`src/rtl/microseq_addr_unit.sv`:
```
// Control-state address register of a microsequencer: picks the next state from encoder/zero/pipeline/incrementer/past state.
// Latency: one edge; the selected source appears on State the cycle after the edge. Inc_addr is combinational.
// Backpressure: Adv=0 freezes everything; an encoder select without Enc_valid stalls, counts, and flags Timeout at STALL_MAX.
//
// Ports:
//   Clk, Reset            rising-edge clock, synchronous active-high reset
//   M                     next-address source select (000 enc, 001 zero, 010 pipe, 011 inc, 100 past; 101-111 illegal)
//   Enc_addr, Enc_valid   instruction-encoder target state and its valid
//   Pipe_addr             CR field of the microinstruction pipeline register
//   Adv                   advance enable
//   State, Past_state     current state and the state before the most recent load
//   Inc_addr              State+1 (wraps)
//   Stalled, Timeout      waiting on the encoder; sticky stall-timeout flag
//   Sel_err               sticky illegal-select flag
module microseq_addr_unit #(
    parameter int AW        = 8,
    parameter int STALL_MAX = 15
) (
    input  logic          Clk,
    input  logic          Reset,
    input  logic [2:0]    M,
    input  logic [AW-1:0] Enc_addr,
    input  logic          Enc_valid,
    input  logic [AW-1:0] Pipe_addr,
    input  logic          Adv,
    output logic [AW-1:0] State,
    output logic [AW-1:0] Past_state,
    output logic [AW-1:0] Inc_addr,
    output logic          Stalled,
    output logic          Timeout,
    output logic          Sel_err
);

    localparam logic [2:0] SEL_ENC  = 3'b000;
    localparam logic [2:0] SEL_ZERO = 3'b001;
    localparam logic [2:0] SEL_PIPE = 3'b010;
    localparam logic [2:0] SEL_INC  = 3'b011;
    localparam logic [2:0] SEL_PAST = 3'b100;

    // STALL_MAX is limited to 1..15, so four bits always hold the count.
    localparam logic [3:0] STALL_LIM = 4'(STALL_MAX);

    logic [3:0]    stall_cnt;
    logic [3:0]    stall_cnt_nxt;
    logic [AW-1:0] next_addr;
    logic          load;
    logic          stall_req;
    logic          illegal;

    assign Inc_addr = State + AW'(1);

    always_comb begin
        next_addr = State;
        load      = 1'b0;
        illegal   = 1'b0;
        case (M)
            SEL_ENC: begin
                next_addr = Enc_addr;
                load      = Enc_valid;
            end
            SEL_ZERO: begin
                next_addr = '0;
                load      = 1'b1;
            end
            SEL_PIPE: begin
                next_addr = Pipe_addr;
                load      = 1'b1;
            end
            SEL_INC: begin
                next_addr = Inc_addr;
                load      = 1'b1;
            end
            // Swap with Past_state: repeated use ping-pongs between two states.
            SEL_PAST: begin
                next_addr = Past_state;
                load      = 1'b1;
            end
            default: illegal = 1'b1;
        endcase
    end

    assign stall_req     = (M == SEL_ENC) && !Enc_valid;
    // Saturate at the limit rather than wrap.
    assign stall_cnt_nxt = (stall_cnt == STALL_LIM) ? stall_cnt : stall_cnt + 4'd1;

    always_ff @(posedge Clk) begin
        if (Reset) begin
            State      <= '0;
            Past_state <= '0;
            Stalled    <= 1'b0;
            stall_cnt  <= 4'd0;
            Timeout    <= 1'b0;
            Sel_err    <= 1'b0;
        end else if (Adv) begin
            if (load) begin
                State      <= next_addr;
                Past_state <= State;
            end
            if (stall_req) begin
                Stalled   <= 1'b1;
                stall_cnt <= stall_cnt_nxt;
                if (stall_cnt_nxt == STALL_LIM) begin
                    Timeout <= 1'b1;
                end
            end else begin
                // Any non-stalling edge (including an encoder load) ends the stall episode.
                Stalled   <= 1'b0;
                stall_cnt <= 4'd0;
            end
            if (illegal) begin
                Sel_err <= 1'b1;
            end
        end
    end

endmodule

```
`config.mk`:
```
export PLATFORM = sky130hd
export DESIGN_NAME = microseq_addr_unit
export DESIGN_NICKNAME = d
export VERILOG_FILES = /design/src/rtl/microseq_addr_unit.sv
export SDC_FILE = /design/constraint.sdc
export NUM_CORES = 1
export LEC_CHECK = 0
export ABC_CLOCK_PERIOD_IN_PS = 1680
export CAP_MARGIN = 20
export CORE_ASPECT_RATIO = 0.7
export CORE_UTILIZATION = 41
export CTS_CLUSTER_SIZE = 30
export DETAILED_ROUTE_END_ITERATION = 7
export PLACE_DENSITY = 0.86
export SLEW_MARGIN = 10
export SYNTH_ARGS = -nofsm -noshare
export SYNTH_HDL_FRONTEND = slang
export SYNTH_SLANG_ARGS = --single-unit
```
`constraint.sdc`:
```
create_clock -name Clk -period 1.68 [get_ports Clk]
set_input_delay 0.42 -clock Clk [delete_from_list [all_inputs] [get_ports Clk]]
set_output_delay 0.42 -clock Clk [all_outputs]
set_load 0.005 [all_outputs]
```
==> run_1/layer_met1.png <==
Cells faint in the background.
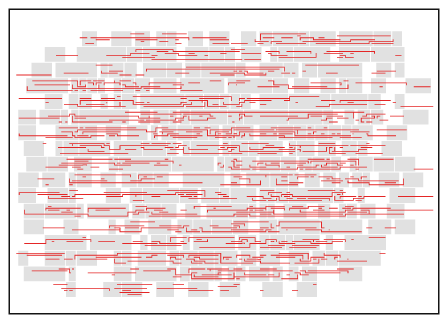
- main direction: horizontal
- nets with wire on the layer: 267
- longest straight run: 33.1 um
- wire length on this layer: 2,360 um
- share of all routed wire: 43%
Routed WL: 5480 um
Via Count: 1,889

==> run_1/layer_met2.png <==
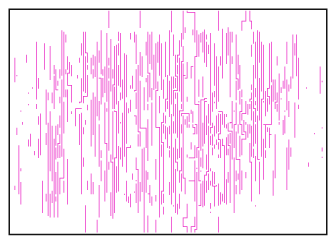
- share of all routed wire: 46%
- longest straight run: 24.1 um
- nets with wire on the layer: 272
- wire length on this layer: 2,510 um
global-route track usage on met2: 0.468

==> results.py, run 1 <==
# Generated from Yosys and OpenROAD reports
metrics = {
    "grt": {
        "grt_pass1_vias": 1694,
        "grt_max_degree": 24,
        "grt_pass1_wl_um": 8200,
        "antenna_found_initial": 0,
    },
    "clock_network": {
        "h-tree-depth": 1,
        "cts_sinks": 23,
        "cts_tree": "built",
    },
    "pwr": {
        "p_leak_nw": 1.09,
        "intPower_mw": 0.955,
        "power_frac_comb": 0.304,
    },
    "worst_setup_path": {
        "critPathCaptureType": "primary output",
        "cp_top_family": "simple AND/OR/NAND/NOR gates",
        "arrival_ps": 1420,
        "crit_buf_inv": 1,
        "critPathMaxFanout": 4,
        "cp_slowest_stage_delay_ps": 440,
        "cp_cell_sequence": "nand4_1 > or3_4 > nand2_2 > buf_6",
        "required_ps": 1260,
    },
    "drt": {
        "ant_nets": 0,
        "drt-met1-wl_um": 2360,
        "drt_first_pass_iters": 5,
        "viasPerCell": 5.85,
    },
    "synthesis": {
        "ys_cells": 189,
        "ys_async_sr_fraction": 0,
        "yosysChipArea_mm2": 0.00150,
        "avgSynthCellArea_um2": 7.93,
        "ys_warn_count": 0,
    },
    "final_timing": {
        "slew_headroom": 0.801,
        "setup_slack_ps": -157,
        "fmax_mhz": 544,
        "finClkSkew_ps": 4.48,
        "timing.final.crit_share": 1.09,
        "post-route-min-period_ps": 1840,
        "finalSetupViolCount": 3,
    },
    "floorplan": {
        "fp-utilization": 0.452,
        "die_y_um": 52.6,
    },
    "status": {
        "status": "complete, but fails checks",
        "violations": "setup timing",
    },
    "final_layout": {
        "drive_gt1_frac": 0.355,
    },
    "placement": {
        "place_congestion": 0.900,
    },
}
==> run_1/layer_met3.png <==
Cells faint in the background.
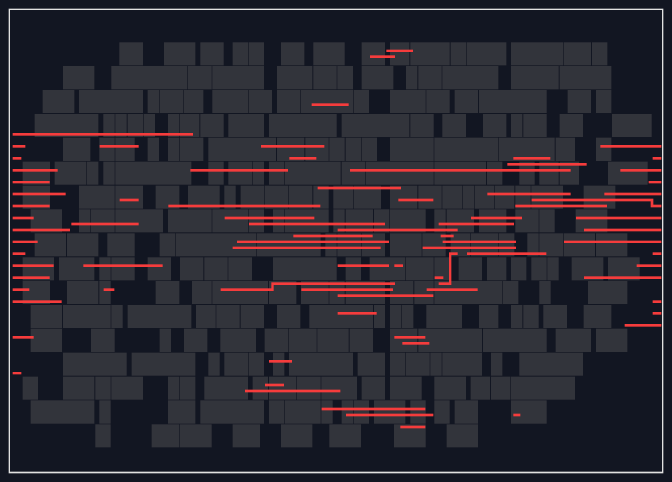
- main direction: horizontal
- share of all routed wire: 9.5%
- longest straight run: 24.8 um
- wire length on this layer: 520 um
met3 Use GR: 0.0635

==> run_1/congestion.png <==
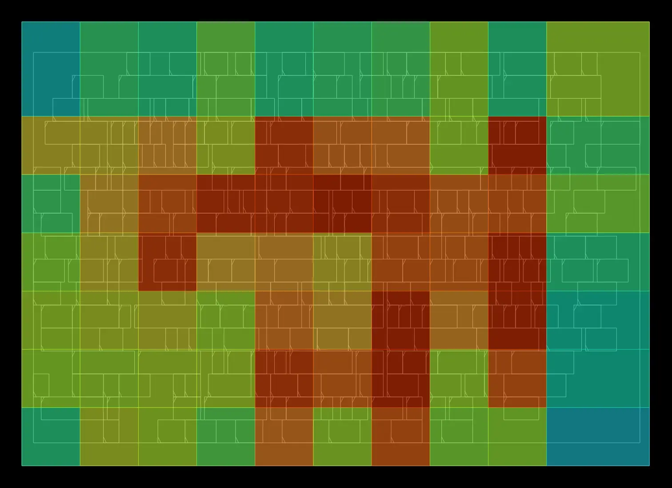
mean routed wirelength per cell: 17.0 um
gr usage total: 0.281

## run 1: final timing paths
| path | startpoint | end | slack, ps | cells after the start |
|---|---|---|---|---|
| setup reg to reg | State[0]$_SDFFE_PP0P_ | State[2]$_SDFFE_PP0P_ | 90 | 7 |
| setup / recovery | State[4]$_SDFFE_PP0P_ | Inc_addr[7] | -160 | 4 |
| hold / removal | Timeout$_SDFFE_PP0P_ | Timeout$_SDFFE_PP0P_ | 460 | 2 |
| hold reg to reg | Timeout$_SDFFE_PP0P_ | Timeout$_SDFFE_PP0P_ | 460 | 2 |
## run 1: through the flow
stage	instances	hold WS, ps
after floorplan	189	442
after global placement	310	442
after detailed placement	310	443
after CTS	320	458
after global routing	323	496
final	323	455
## run 1: state kept, by name (all words and copies together) (netlist names)
signal	flops
Sel_err	1
Stalled	1
stall_cnt	4
State	8
Timeout	1
Past_state	8
## run 1: area by class of cell
cell class	instances	area (um^2)
clock buffers	4	45.0
fillers	253	787
inverters	7	26.3
multi-input cells	147	1090
flip-flops and latches	23	475
well taps	47	58.8
repair buffers	95	836
## run 1: layer usage
layer,global-route usage,vias to the layer above
li1,-,872
met1,0.373,883
met2,0.468,120
met3,0.0635,14
met4,0.0535,0
met5,0,-
## run 1: repair_timing
item	in CTS	in global routing
pin swaps	11	15
hold buffers	0	0
resized	56	30
gates cloned	1	0
setup buffers	5	3
endpoints found under the setup margin	35	15
endpoints found under the hold margin	0	0
## run 1: power by group through the flow
stage          Sequential [mW]  Clock, mW  Combinational [mW]
6_report                 0.585      0.351               0.408
3_3_place_gp             0.592          0               0.362
3_5_place_dp             0.592          0               0.369
5_1_grt                  0.587      0.392               0.432
4_1_cts                  0.582      0.352               0.380
2_1_floorplan            0.598          0               0.147
## run 1: kinds of logic (layout without fill, tap and decap cells)
kind of cell / count (synthesis) / after routing / synth area share
buf+inv: 20 / 106 / 0.0668
mux: 7 / 7 / 0.0492
flops: 23 / 23 / 0.307
xor+xnor: 6 / 6 / 0.0351
simple gates: 74 / 75 / 0.272
fa+ha+maj: 2 / 2 / 0.0167
compound gates: 57 / 57 / 0.253
## run 1: cells in the mapped netlist, drive strengths merged, types with 2 or more instances
master	instances	share of area
o31ai	5	0.025
nor4b	2	0.012
o22ai	2	0.0083
xnor2	5	0.029
nor3b	3	0.015
dfxtp	23	0.31
buf	6	0.032
nand2	26	0.065
mux2i	4	0.027
clkbuf	7	0.018
a21oi	17	0.057
and3	5	0.024
nor2	7	0.023
and2	2	0.0083
nand4	3	0.013
ha	2	0.017
inv	7	0.018
a211oi	3	0.015
a31oi	2	0.0083
a221oi	3	0.022
mux2	3	0.023
nor3	3	0.010
o21ai	12	0.040
nor2b	5	0.021
nand3	11	0.040
## run 1: worst min-delay path, cell delays in order, from the launching register on
cell     delay (ps)
dfxtp_1         320
inv_1            40
a21oi_1          50
==> run 2, diff against run 1 <==
--- a/config.mk
+++ b/config.mk
@@ -5,12 +5,14 @@
 export SDC_FILE = /design/constraint.sdc
 export NUM_CORES = 1
 export LEC_CHECK = 0
+export ABC_AREA = 0
 export ABC_CLOCK_PERIOD_IN_PS = 1680
 export CAP_MARGIN = 20
 export CORE_ASPECT_RATIO = 0.7
 export CORE_UTILIZATION = 41
 export CTS_CLUSTER_SIZE = 30
 export DETAILED_ROUTE_END_ITERATION = 7
+export MAX_ROUTING_LAYER = met4
 export PLACE_DENSITY = 0.86
 export SLEW_MARGIN = 10
 export SYNTH_ARGS = -nofsm -noshare
==> run_2/layer_met1.png <==
Cells faint in the background.
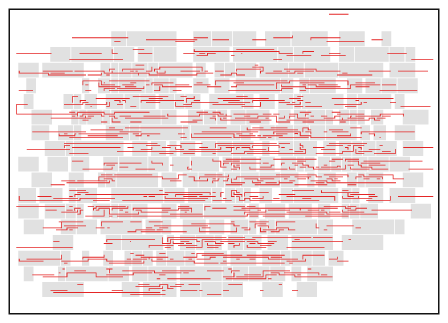
- longest straight run: 22.5 um
- share of all routed wire: 41%
- main direction: horizontal
- wire length on this layer: 2,220 um
- nets with wire on the layer: 267
Via Count: 1,919
grt met1 use: 0.377
Routed WL: 5440 um

==> run_2/layer_met3.png <==
Cells faint in the background.
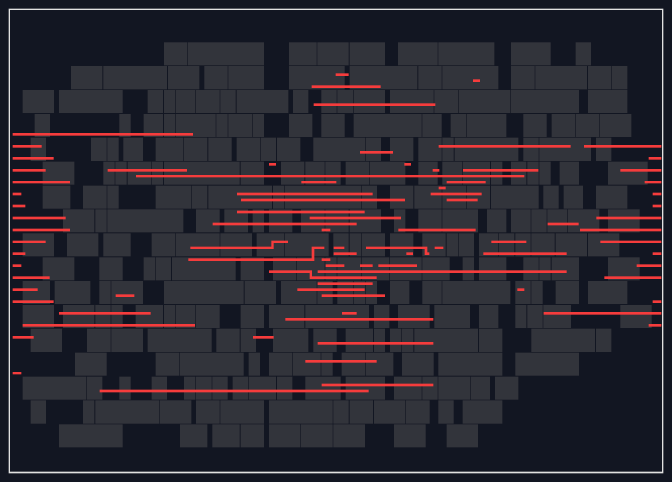
- share of all routed wire: 11%
- longest straight run: 43.9 um
met3 Use GR: 0.0673

==> results.py, run 2 <==
# Generated from Yosys and OpenROAD reports
metrics = {
    "final_layout": {
        "drive_gt1_frac": 0.365,
        "largestRegisters": "Past_state x8, State x8, stall_cnt x4",
    },
    "pwr": {
        "p_leak_nw": 1.10,
        "power_frac_comb": 0.299,
        "intPower_mw": 0.951,
    },
    "synthesis": {
        "avgSynthCellArea_um2": 7.93,
        "yosysChipArea_mm2": 0.00150,
        "top_cells_by_count": "nand2_1, dfxtp_1, a21oi_1",
        "synth.most_common_cell": "nand2_1",
        "ys_cells": 189,
        "synth_area_leader_cell": "dfxtp_1",
        "yosys-top-cells-area": "dfxtp_1, nand2_1, a21oi_1",
    },
    "final_timing": {
        "hold_slack_ps": 451,
        "finalSetupViolCount": 3,
        "timing.final.crit_share": 1.03,
        "slew_headroom": 0.763,
        "post-route-min-period_ps": 1740,
        "fmax_mhz": 575,
        "setup_slack_ps": -58.6,
    },
    "worst_setup_path": {
        "required_ps": 1260,
        "cp_cell_sequence": "nand3_2 > or3_1 > nand2_1 > buf_2",
        "arrival_ps": 1320,
    },
    "grt": {
        "grt_pass1_wl_um": 8330,
        "antenna_found_initial": 0,
        "grt_pass1_vias": 1726,
    },
    "status": {
        "violations": "setup timing",
        "status": "complete, but fails checks",
    },
    "floorplan": {
        "die_y_um": 52.6,
    },
    "drt": {
        "viasPerCell": 5.92,
    },
    "placement": {
        "placedCellCount": 311,
    },
    "clock_network": {
        "h-tree-depth": 1,
    },
}
==> run_2/layer_met4.png <==
The bar under the picture is 20 um long. Cells faint in the background.
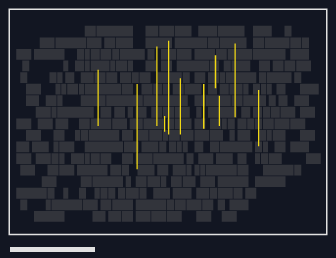
- wire length on this layer: 144 um
- nets with wire on the layer: 11
- share of all routed wire: 2.6%
- main direction: vertical
- longest straight run: 21.8 um

run 2: path summary, 6_finish.rpt:
| check | endpoint | from | cells after the start |
|---|---|---|---|
| max reg2reg | State[2]$_SDFFE_PP0P_ | State[1]$_SDFFE_PP0P_ | 7 |
| max | Inc_addr[7] | State[1]$_SDFFE_PP0P_ | 4 |
| min reg2reg | Timeout$_SDFFE_PP0P_ | Timeout$_SDFFE_PP0P_ | 2 |
| min | Timeout$_SDFFE_PP0P_ | Timeout$_SDFFE_PP0P_ | 2 |
run 2: layout make-up:
type	count	area, um^2	area share
Inverter	7	26.3	0.0105
Tap cell	47	58.8	0.0234
Multi-Input combinational cell	147	1080	0.429
Sequential cell	23	480	0.191
Clock buffer	4	45.0	0.0179
Timing Repair Buffer	96	823	0.328
run 2: worst max-delay path, delay by kind of cell, from the launching register on:
kind	cells	cell delay, ps
buf+inv	1	110
flops	1	390
simple gates	3	540
run 2: logic make-up after synthesis:
family,count (synthesis),synth area share
flip-flops,23,0.307
multiplexers,7,0.0492
AND/OR/NAND/NOR,74,0.272
buffers and inverters,20,0.0668
adder cells (fa/ha/maj),2,0.0167
XOR/XNOR,6,0.0351
AND-OR/OR-AND,57,0.253
run 2: repair_timing:
item | in CTS | in global routing
hold buffers | 0 | 0
resized | 59 | 30
endpoints found under the setup margin | 36 | 20
cloned | 1 | 0
pin swaps | 8 | 11
buffers inserted | 4 | 4
run 2: routing by layer:
metal	share of wire	up-vias	global-route usage
met2	0.46	127	0.471
li1	-	880	-
met4	0.026	0	0.104
met5	0	-	-
met1	0.41	890	0.377
met3	0.11	22	0.0673
run 2: power by group through the flow:
stage	Sequential, mW	Combinational, mW	Clock [mW]
after floorplan	0.598	0.147	0
after global placement	0.592	0.365	0
after detailed placement	0.593	0.371	0
after CTS	0.583	0.380	0.360
after global routing	0.586	0.428	0.392
final	0.583	0.401	0.359
No activity file was given, so power comes from the tool's default toggle rates.
